==> config.mk <==
export PLATFORM = sky130hd
export DESIGN_NAME = uart_tx_arbiter_flat
export DESIGN_NICKNAME = d
export VERILOG_FILES = /design/src/rtl/uart_tx_arbiter_if.sv /design/src/rtl/uart_tx_arbiter.sv /design/src/flat_wrapper.sv
export SDC_FILE = /design/constraint.sdc
export NUM_CORES = 1
export LEC_CHECK = 0
export ABC_AREA = 0
export CORE_MARGIN = 2
export CORE_UTILIZATION = 39
export DETAILED_ROUTE_END_ITERATION = 6
export MAX_ROUTING_LAYER = met4
export SYNTH_ARGS = -nofsm -noshare
export SYNTH_HDL_FRONTEND = slang
export SYNTH_SLANG_ARGS = --single-unit
export TNS_END_PERCENT = 5
==> constraint.sdc <==
create_clock -name clk_i -period 5.4 [get_ports clk_i]
set_input_delay 0.81 -clock clk_i [delete_from_list [all_inputs] [get_ports clk_i]]
set_output_delay 0.81 -clock clk_i [all_outputs]
set_load 0.01 [all_outputs]
==> src/rtl/uart_tx_arbiter_if.sv <==
// uart_tx_arbiter_if: ADC FIFO, general-byte and UART handshake bundle for uart_tx_arbiter.
// master drives the FIFO/general/UART inputs; slave is the arbiter itself.
interface uart_tx_arbiter_if;
    logic       adc_empty;
    logic [7:0] adc_data;
    logic       adc_rd_en;
    logic [7:0] gen_data;
    logic       gen_write;
    logic       gen_busy;
    logic       tx_ready;
    logic       tx_start;
    logic [7:0] tx_data;
    logic       burst_active;
    modport master (
        output adc_empty, adc_data, gen_data, gen_write, tx_ready,
        input  adc_rd_en, gen_busy, tx_start, tx_data, burst_active
    );
    modport slave (
        input  adc_empty, adc_data, gen_data, gen_write, tx_ready,
        output adc_rd_en, gen_busy, tx_start, tx_data, burst_active
    );
endinterface

==> src/rtl/uart_tx_arbiter.sv <==
// uart_tx_arbiter: shares one UART between a general hold byte and uninterruptible ADC bursts.
// Define TX_BURST_HEADER_EN to prefix every burst with header byte 8'hA5.
module uart_tx_arbiter #(
    parameter int unsigned BURST_LEN = 16,
    parameter int unsigned STALL_MAX = 1023
) (
    input logic               clk_i,
    input logic               rst_ni,
    uart_tx_arbiter_if.slave  bus
);
    localparam int unsigned SW = $clog2(STALL_MAX + 1);
`ifdef TX_BURST_HEADER_EN
    typedef enum logic [2:0] {IDLE, GEN_SEND, HDR_SEND, ADC_FETCH, ADC_LATCH, ADC_SEND, TX_WAIT} state_t;
    localparam state_t BURST_FIRST = HDR_SEND;
`else
    typedef enum logic [2:0] {IDLE, GEN_SEND, ADC_FETCH, ADC_LATCH, ADC_SEND, TX_WAIT} state_t;
    localparam state_t BURST_FIRST = ADC_FETCH;
`endif
    state_t        state_q;
    logic          run_q;
    logic          guard_q;
    logic          tx_start_q;
    logic          adc_rd_en_q;
    logic          gen_busy_q;
    logic          burst_q;
    logic [7:0]    hold_q;
    logic [7:0]    tx_data_q;
    logic [7:0]    cnt_q;
    logic [SW-1:0] stall_q;
    // run_q delays the first state change to the second edge after reset release
    always_ff @(posedge clk_i or negedge rst_ni) begin
        if (!rst_ni) begin
            state_q     <= IDLE;
            run_q       <= 1'b0;
            guard_q     <= 1'b0;
            tx_start_q  <= 1'b0;
            adc_rd_en_q <= 1'b0;
            gen_busy_q  <= 1'b0;
            burst_q     <= 1'b0;
            hold_q      <= 8'h00;
            tx_data_q   <= 8'h00;
            cnt_q       <= 8'h00;
            stall_q     <= '0;
        end else begin
            run_q       <= 1'b1;
            tx_start_q  <= 1'b0;
            adc_rd_en_q <= 1'b0;
            if (run_q) begin
                if (bus.gen_write && !gen_busy_q) begin
                    hold_q     <= bus.gen_data;
                    gen_busy_q <= 1'b1;
                end
                case (state_q)
                    IDLE:
                        if (gen_busy_q) state_q <= GEN_SEND;
                        else if (!bus.adc_empty) begin
                            cnt_q   <= 8'h00;
                            stall_q <= '0;
                            burst_q <= 1'b1;
                            state_q <= BURST_FIRST;
                        end
                    GEN_SEND:
                        if (bus.tx_ready) begin
                            tx_data_q  <= hold_q;
                            tx_start_q <= 1'b1;
                            gen_busy_q <= 1'b0;
                            guard_q    <= 1'b1;
                            state_q    <= TX_WAIT;
                        end
`ifdef TX_BURST_HEADER_EN
                    HDR_SEND:
                        if (bus.tx_ready) begin
                            tx_data_q  <= 8'hA5;
                            tx_start_q <= 1'b1;
                            guard_q    <= 1'b1;
                            state_q    <= TX_WAIT;
                        end
`endif
                    ADC_FETCH:
                        if (!bus.adc_empty) begin
                            adc_rd_en_q <= 1'b1;
                            stall_q     <= '0;
                            state_q     <= ADC_LATCH;
                        end else begin
                            stall_q <= stall_q + 1'b1;
                            if (stall_q == SW'(STALL_MAX - 1)) begin
                                burst_q <= 1'b0;
                                state_q <= IDLE;
                            end
                        end
                    // FIFO data is valid only once the read strobe has been retired
                    ADC_LATCH:
                        if (!adc_rd_en_q) begin
                            tx_data_q <= bus.adc_data;
                            state_q   <= ADC_SEND;
                        end
                    ADC_SEND:
                        if (bus.tx_ready) begin
                            tx_start_q <= 1'b1;
                            cnt_q      <= (cnt_q == 8'hFF) ? cnt_q : cnt_q + 8'h01;
                            guard_q    <= 1'b1;
                            state_q    <= TX_WAIT;
                        end
                    TX_WAIT:
                        if (guard_q) guard_q <= 1'b0;
                        else if (bus.tx_ready) begin
                            if (burst_q && cnt_q < 8'(BURST_LEN)) state_q <= ADC_FETCH;
                            else begin
                                burst_q <= 1'b0;
                                state_q <= IDLE;
                            end
                        end
                    default: state_q <= IDLE;
                endcase
            end
        end
    end
    assign bus.adc_rd_en    = adc_rd_en_q;
    assign bus.gen_busy     = gen_busy_q;
    assign bus.tx_start     = tx_start_q;
    assign bus.tx_data      = tx_data_q;
    assign bus.burst_active = burst_q;
endmodule

==> src/flat_wrapper.sv <==
// flat-port wrapper written by rule: the top's interface ports become plain ports
module uart_tx_arbiter_flat 
#(
    parameter int unsigned BURST_LEN = 16,
    parameter int unsigned STALL_MAX = 1023
)
  (clk_i, rst_ni, bus_adc_empty, bus_adc_data, bus_gen_data, bus_gen_write, bus_tx_ready, bus_adc_rd_en, bus_gen_busy, bus_tx_start, bus_tx_data, bus_burst_active);
  uart_tx_arbiter_if bus_i ();
  input logic clk_i;
  input logic rst_ni;
  input wire logic [$bits(bus_i.adc_empty)-1:0] bus_adc_empty;
  input wire logic [$bits(bus_i.adc_data)-1:0] bus_adc_data;
  input wire logic [$bits(bus_i.gen_data)-1:0] bus_gen_data;
  input wire logic [$bits(bus_i.gen_write)-1:0] bus_gen_write;
  input wire logic [$bits(bus_i.tx_ready)-1:0] bus_tx_ready;
  output wire logic [$bits(bus_i.adc_rd_en)-1:0] bus_adc_rd_en;
  output wire logic [$bits(bus_i.gen_busy)-1:0] bus_gen_busy;
  output wire logic [$bits(bus_i.tx_start)-1:0] bus_tx_start;
  output wire logic [$bits(bus_i.tx_data)-1:0] bus_tx_data;
  output wire logic [$bits(bus_i.burst_active)-1:0] bus_burst_active;
  assign bus_i.adc_empty = bus_adc_empty;
  assign bus_i.adc_data = bus_adc_data;
  assign bus_i.gen_data = bus_gen_data;
  assign bus_i.gen_write = bus_gen_write;
  assign bus_i.tx_ready = bus_tx_ready;
  assign bus_adc_rd_en = bus_i.adc_rd_en;
  assign bus_gen_busy = bus_i.gen_busy;
  assign bus_tx_start = bus_i.tx_start;
  assign bus_tx_data = bus_i.tx_data;
  assign bus_burst_active = bus_i.burst_active;
  uart_tx_arbiter #(.BURST_LEN(BURST_LEN), .STALL_MAX(STALL_MAX)) u_core (.clk_i(clk_i), .rst_ni(rst_ni), .bus(bus_i));
endmodule
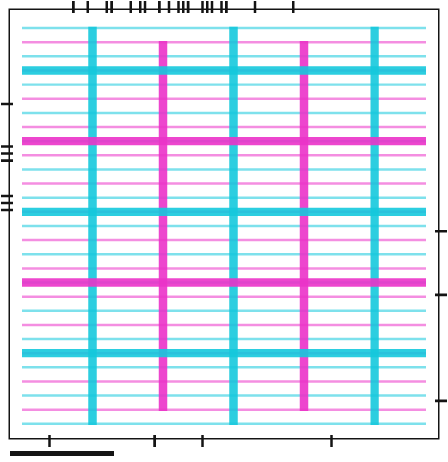
**Above:** run 1 (supply network).
Scale bar: 20 microns. Pins as bars on the die edge.
[VDD] magenta
[VSS] cyan
met4 straps: 5
signal pins: 33
met1 rails: 29
width of the chip: 82.4 microns
Core Region: 0.00592 sq mm
y dimension of the die: 82.4 microns
worst vdd rail ir drop: 0.213 mV

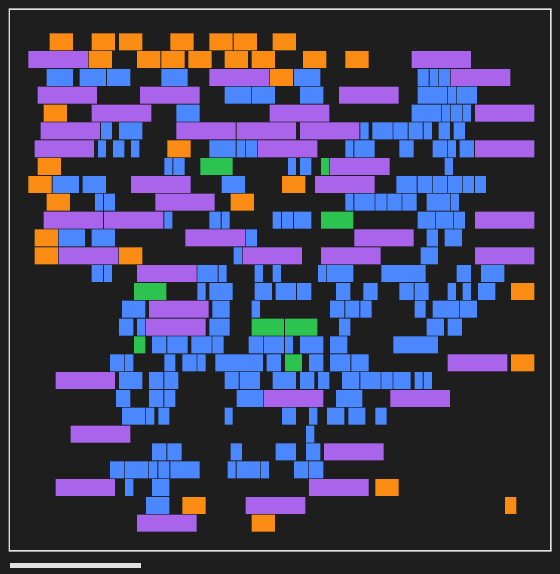
**Above:** run 1 (cells colored by class).
Scale bar: 20 microns.
[clock drivers and dummy loads] green | cells: 8 | share of their area: 3.1%
[all other logic] blue | cells: 184 | share of their area: 46%
[flops] purple | cells: 43 | share of their area: 39%
[other buffers and delay cells] orange | cells: 32 | share of their area: 12%

==> impl_metrics.env, run 1 <==
# yosys + openroad results
export IMPL_run_status="complete, no violations"
export IMPL_grt_pass1_vias=1824
export IMPL_route_vias_total=1847
export IMPL_flop_pwr_share_pct=44.4
export IMPL_syn_area_per_cell_sq_um=10.1
export IMPL_endpoint_kind="flop"
export IMPL_ctsHoldBuffers=0
export IMPL_global_route_overflow_total=0
export IMPL_maxPowerGroup="registers"
export IMPL_floorplan_tapcells=75
export IMPL_intPower_uw=766
export IMPL_synth_simple_gate_area_share_pct=23.9
export IMPL_cts_buffers_inserted=5
export IMPL_ys_chip_area_sq_mm=0.00239
export IMPL_timing_reg2reg_worst_path_depth=4
export IMPL_drv_cap=0
export IMPL_layout_cells_most_common="dfrtp_1"
export IMPL_postCtsSetupRepairBufs=0
export IMPL_grt_antenna_before_repair=0
export IMPL_pwr_density_cell_mw_per_mm2=434
export IMPL_synth_edff_count=0
export IMPL_finalSetupTns_ps=0
export IMPL_timing_critical_path_to="u_core.state_q[2]$_DFFE_PN0P_"
export IMPL_synthArstFlopShare_pct=100
export IMPL_layout_cells_most_common_list="dfrtp_1, clkdlybuf4s50_1, nor2_1"
export IMPL_global_route_usage_total_pct=16.9
export IMPL_area_growth_synth_to_final_pct=17.7
export IMPL_critical_path_n_buffers_inverters=1
export IMPL_num_nets_final=290
export IMPL_clk_insertion_delay_late_ps=290
export IMPL_critPathKind="in -> reg"
export IMPL_sh_comb_area_pct=43.8
export IMPL_met2_length_microns=2440
export IMPL_post_route_drc_count=0
export IMPL_final_setup_fails=0
export IMPL_topRoutingLayerUsed="met4"
export IMPL_postPlaceCellArea_sq_mm=0.00273
export IMPL_timing_slew_headroom_pct=35.9
export IMPL_hold_worst_slack_ps=511
export IMPL_seq_share_synth_pct=44.9
export IMPL_comb_power_uw=480
export IMPL_fp_utilization_pct=40.4
export IMPL_gr_max_usage_layer="met2"
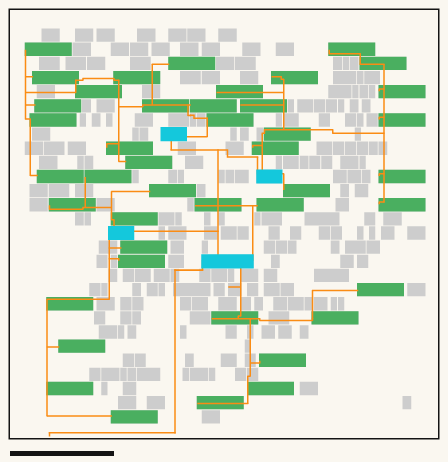
**Above:** run 1 (clock network drawn from the DEF).
Scale bar: 20 microns.
[clock wires] orange | length: 570 microns
[flip-flops] green | count: 43
[cells driving clock nets] cyan | count: 5
routed clock nets: 6
share of power burned in the clock network: 16.4%
Post-Route Skew: 6.42 ps
power of the clock network: 201 uW

-- run 1: cell usage after synthesis (all sizes together), types with 2 or more instances --
master,number,share of area (%)
a21oi,14,3.1
a22o,2,0.73
a31oi,4,1.0
and2,3,0.78
and3,8,2.1
and4,2,0.73
buf,9,2.8
dfrtp,43,45
ha,3,1.6
inv,4,0.63
mux2,9,4.2
mux2i,14,5.9
nand2,17,2.7
nand2b,5,1.3
nand3,12,2.7
nand3b,2,0.63
nand4,7,1.8
nor2,22,3.4
nor2b,3,0.78
nor3b,4,1.7
nor4,2,0.52
o21ai,7,1.5
o21bai,3,1.4
o31ai,4,1.3
or2,7,1.8
or3b,2,0.84
or4,3,0.94
xor2,4,1.5
**Run 1: routing congestion**

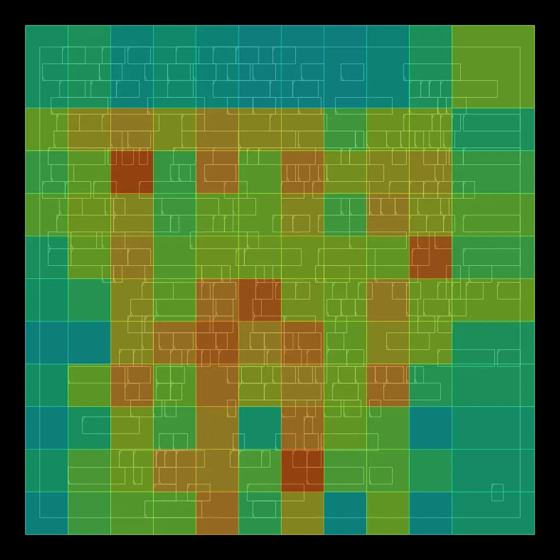

## Run 2: what changed since run 1
- clock period: 5.4 -> 2.02 ns (I/O delays scaled with it)
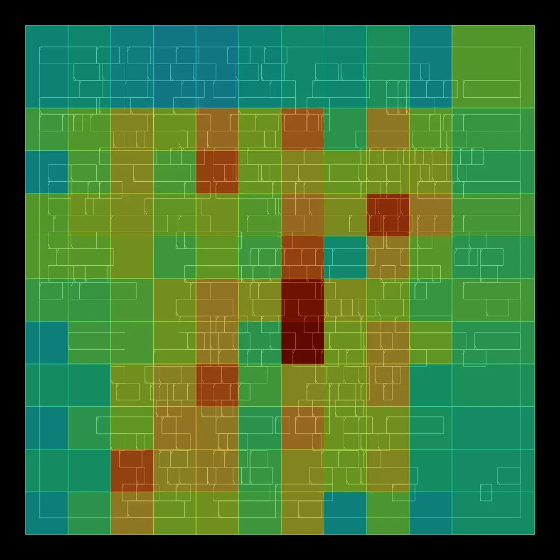
**Above:** run 2 (routing congestion).
met3 usage: 2.61%
fraction of the core area covered by cells at the end of the flow: 49.9%
WL per Instance: 14.3 microns
met2 Resource Use GR: 27.4%

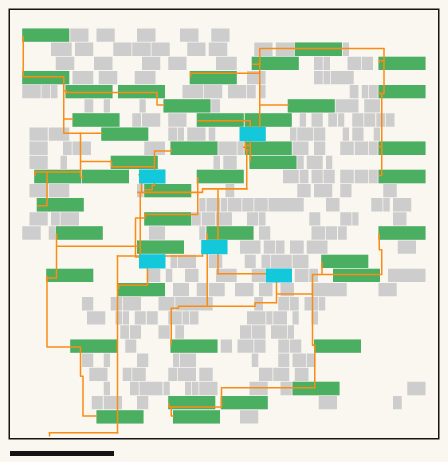
**Above:** run 2 (clock network drawn from the DEF).
Scale bar: 20 microns.
[cells driving clock nets] cyan | count: 5
[clock wires] orange | length: 611 microns
[flip-flops] green | count: 43
flops lie: spread over the die
power of the clock network: 544 uW
Post-Route Skew: 9.09 ps
clock latency of the later-clocked register in the worst-skew pair: 300 ps

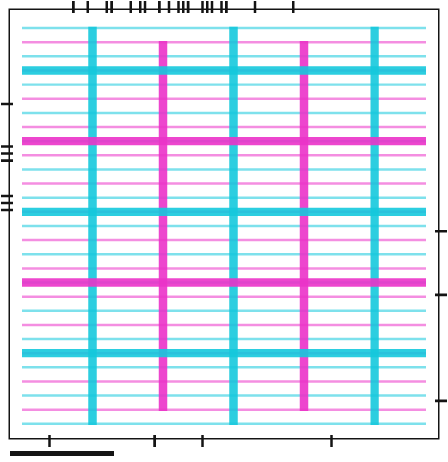
**Above:** run 2 (supply network).
Scale bar: 20 microns. Pins as bars on the die edge.
[VDD] magenta
[VSS] cyan
met4 straps: 5
met5 straps: 5

==> impl_metrics.env, run 2 <==
# yosys + openroad results
export IMPL_sh_comb_area_pct=41.8
export IMPL_intPower_uw=2180
export IMPL_post_route_drc_count=0
export IMPL_clock_power_share_pct=15.9
export IMPL_timing_reg2reg_worst_path_depth=4
export IMPL_synthArstFlopShare_pct=100
export IMPL_synth_top_cell_by_count="dfrtp_1"
export IMPL_postPlaceCellArea_sq_mm=0.00286
export IMPL_layout_cells_most_common_list="dfrtp_1, clkdlybuf4s50_1, nor2_1"
export IMPL_global_route_usage_total_pct=16.8
export IMPL_floorplan_tapcells=75
export IMPL_topRoutingLayerUsed="met4"
export IMPL_global_route_overflow_total=0
export IMPL_placeableCoreArea_sq_mm=0.00592
export IMPL_layout_cells_most_common="dfrtp_1"
export IMPL_hold_worst_slack_ps=417
export IMPL_grt_pass1_vias=1856
export IMPL_run_status="complete, no violations"
export IMPL_critical_path_n_buffers_inverters=0
export IMPL_seq_share_synth_pct=44.9
export IMPL_met2_length_microns=2500
export IMPL_area_growth_synth_to_final_pct=23.4
export IMPL_timing_critical_path_to="u_core.cnt_q[0]$_DFFE_PN0P_"
export IMPL_fp_utilization_pct=40.4
export IMPL_drv_cap=0
export IMPL_grt_antenna_before_repair=0
export IMPL_pwr_density_cell_mw_per_mm2=1160
export IMPL_synth_largest_area_cell="dfrtp_1"
export IMPL_ctsHoldBuffers=1
export IMPL_ys_chip_area_sq_mm=0.00239
export IMPL_die_height_microns=82.4
export IMPL_finalSetupTns_ps=0
export IMPL_endpoint_kind="flop"
export IMPL_ys_top_cells_by_count="dfrtp_1, nor2_1, nand2_1"
export IMPL_postCtsSetupRepairBufs=0
export IMPL_synth_top_area_share_pct=44.9
run 2: netlist changes by cell type in the layout (fill, tap and decap cells not counted):
cell and delta:
buf_4 +14, dlygate4sd3_1 +1, buf_12 +1
run 2: power groups by stage:
stage | sequential (uW) | clock (uW) | combinational, uW
after global routing | 1350 | 598 | 1730
after global placement | 1330 | 0 | 1560
final | 1310 | 544 | 1560
after CTS | 1320 | 569 | 1580
after detailed placement | 1330 | 0 | 1570
after floorplan | 1330 | 0 | 1010
run 2: logic make-up after synthesis:
family / after synthesis / synth area share [%]
other: 1 / 0.157
flip-flops: 43 / 44.9
AND/OR/NAND/NOR: 102 / 23.9
XOR/XNOR: 4 / 1.46
AND-OR/OR-AND: 47 / 14.4
buffers and inverters: 14 / 3.55
adder cells (fa/ha/maj): 3 / 1.57
multiplexers: 23 / 10.1
**Run 2: cells colored by class**

Scale bar: 20 microns.
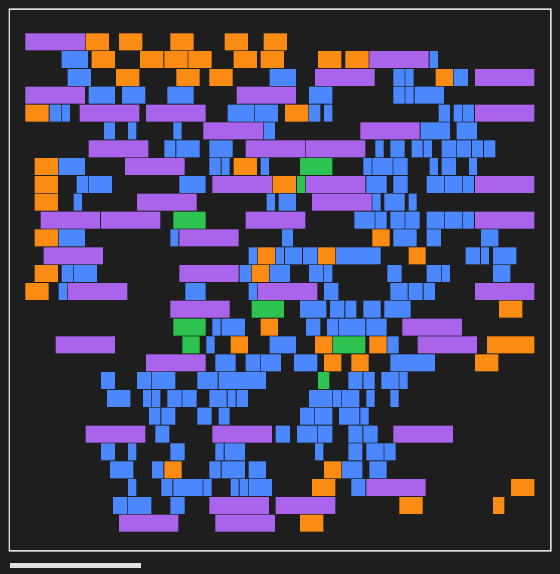

## Run 3: what changed since run 2
- CORE_MARGIN: 2 -> 1
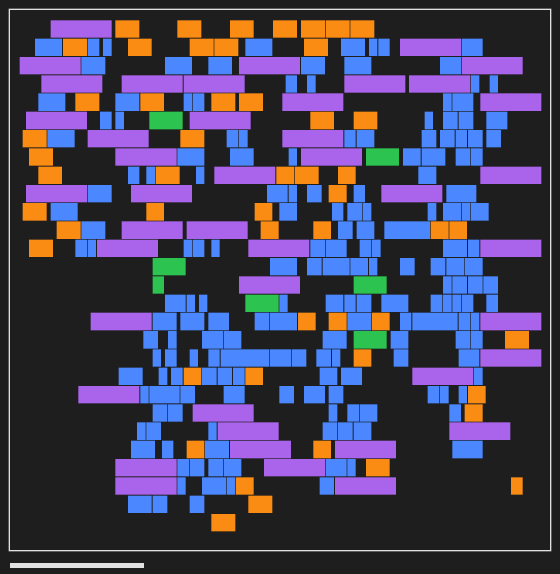
**Above:** run 3 (cells colored by class).
Scale bar: 20 microns.
[other buffers and delay cells] orange | cells: 52 | share of their area: 16%
[clock drivers and dummy loads] green | cells: 7 | share of their area: 3.0%
[flops] purple | cells: 43 | share of their area: 37%
[all other logic] blue | cells: 184 | share of their area: 43%
Non-Filler Cell Area, Final: 0.00297 sq mm
fraction of the core area covered by cells at the end of the flow: 50.2%
fraction of area in registers: 36.2%
standard-cell rows: 28

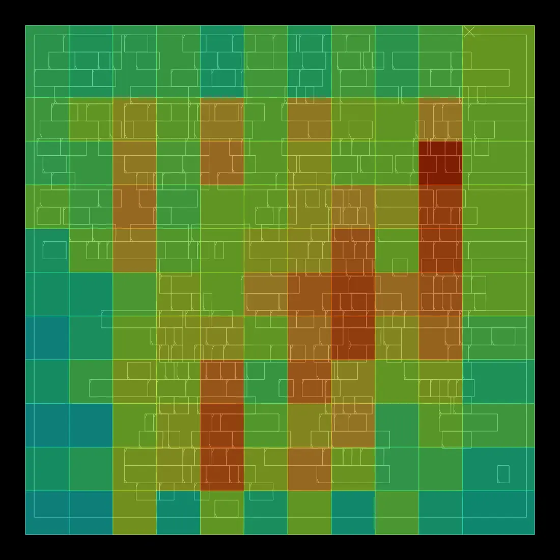
**Above:** run 3 (routing congestion).
met1 Resource Use GR: 21.4%
met3 usage: 3.18%

==> impl_metrics.env, run 3 <==
# yosys + openroad results
export IMPL_synthArstFlopShare_pct=100
export IMPL_post_synth_ao_oa_area_fraction_pct=14.4
export IMPL_ctsHoldBuffers=0
export IMPL_synth_simple_gate_area_share_pct=23.9
export IMPL_maxPowerGroup="combinational logic"
export IMPL_grt_antenna_before_repair=0
export IMPL_global_route_usage_met2_pct=28.9
export IMPL_area_growth_synth_to_final_pct=24.1
export IMPL_xor_share_pct=1.46
export IMPL_placeableCoreArea_sq_mm=0.00592
export IMPL_fp_utilization_pct=40.4
export IMPL_postCtsSetupRepairBufs=0
export IMPL_post_route_drc_count=1
export IMPL_finalSetupTns_ps=0
export IMPL_chip_area_sq_mm=0.00646
export IMPL_comb_power_uw=1560
export IMPL_ys_sh_mux_pct=10.1
export IMPL_topRoutingLayerUsed="met4"
export IMPL_pg_seq_uw=1330
export IMPL_failed_checks="DRC"
export IMPL_intPower_uw=2210
export IMPL_ys_top_cells_by_count="dfrtp_1, nor2_1, nand2_1"
export IMPL_timing_critical_path_to="u_core.state_q[1]$_DFFE_PN0P_"
export IMPL_pwr_density_cell_mw_per_mm2=1160
export IMPL_layout_cells_most_common="dfrtp_1"
export IMPL_global_route_usage_total_pct=17.8
export IMPL_run_status="finished, violations left"
export IMPL_drv_cap=0
export IMPL_synth_largest_area_cell="dfrtp_1"
export IMPL_synth_top_cell_by_count="dfrtp_1"
export IMPL_yosys_dominant_comb_family="simple AND/OR/NAND/NOR gates"
export IMPL_die_height_microns=80.4
export IMPL_layout_cells_most_common_list="dfrtp_1, clkdlybuf4s50_1, nor2_1"
export IMPL_route_detailed_wl_per_inst_microns=14.3
export IMPL_timing_reg2reg_worst_path_depth=4
export IMPL_seq_share_synth_pct=44.9
export IMPL_synthAdderAreaFrac_pct=1.57
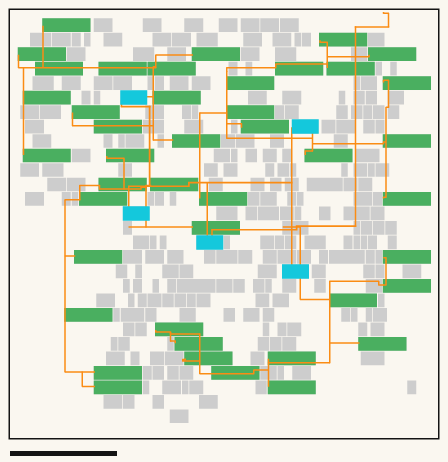
**Above:** run 3 (clock network drawn from the DEF).
Scale bar: 20 microns.
[clock wires] orange | length: 623 microns
[cells driving clock nets] cyan | count: 5
[flip-flops] green | count: 43
routed clock nets: 6
power of the clock network: 558 uW
share of power burned in the clock network: 16.2%
Post-Route Skew: 9.24 ps

-- run 3: stage by stage --
stage	util, %	setup WS, ps	total power (uW)	instance area, sq um	hold slack (ps)
after detailed placement	48.7	114	2910	2880	405
after CTS	50.2	203	3490	2970	69.0
after floorplan	-	323	2330	2390	7.41
after global routing	50.2	45.8	3700	2970	110
final	50.2	212	3450	2970	34.6
after global placement	48.7	142	2900	2880	403
-- run 3: area by class of cell --
class	instances	share of cell area, %
Timing Repair Buffer	52	15.7
Sequential cell	43	36.2
Inverter	4	0.505
Clock buffer	6	2.78
Tap cell	75	3.16
Clock inverter	1	0.168
Multi-Input combinational cell	180	41.5
-- run 3: critical path: cells and delay by family, from the launching register on --
kind	cells	cell delay (ps)
compound gates	1	290
mux	1	340
flops	1	570
simple gates	2	480
No activity file was given, so power comes from the tool's default toggle rates.
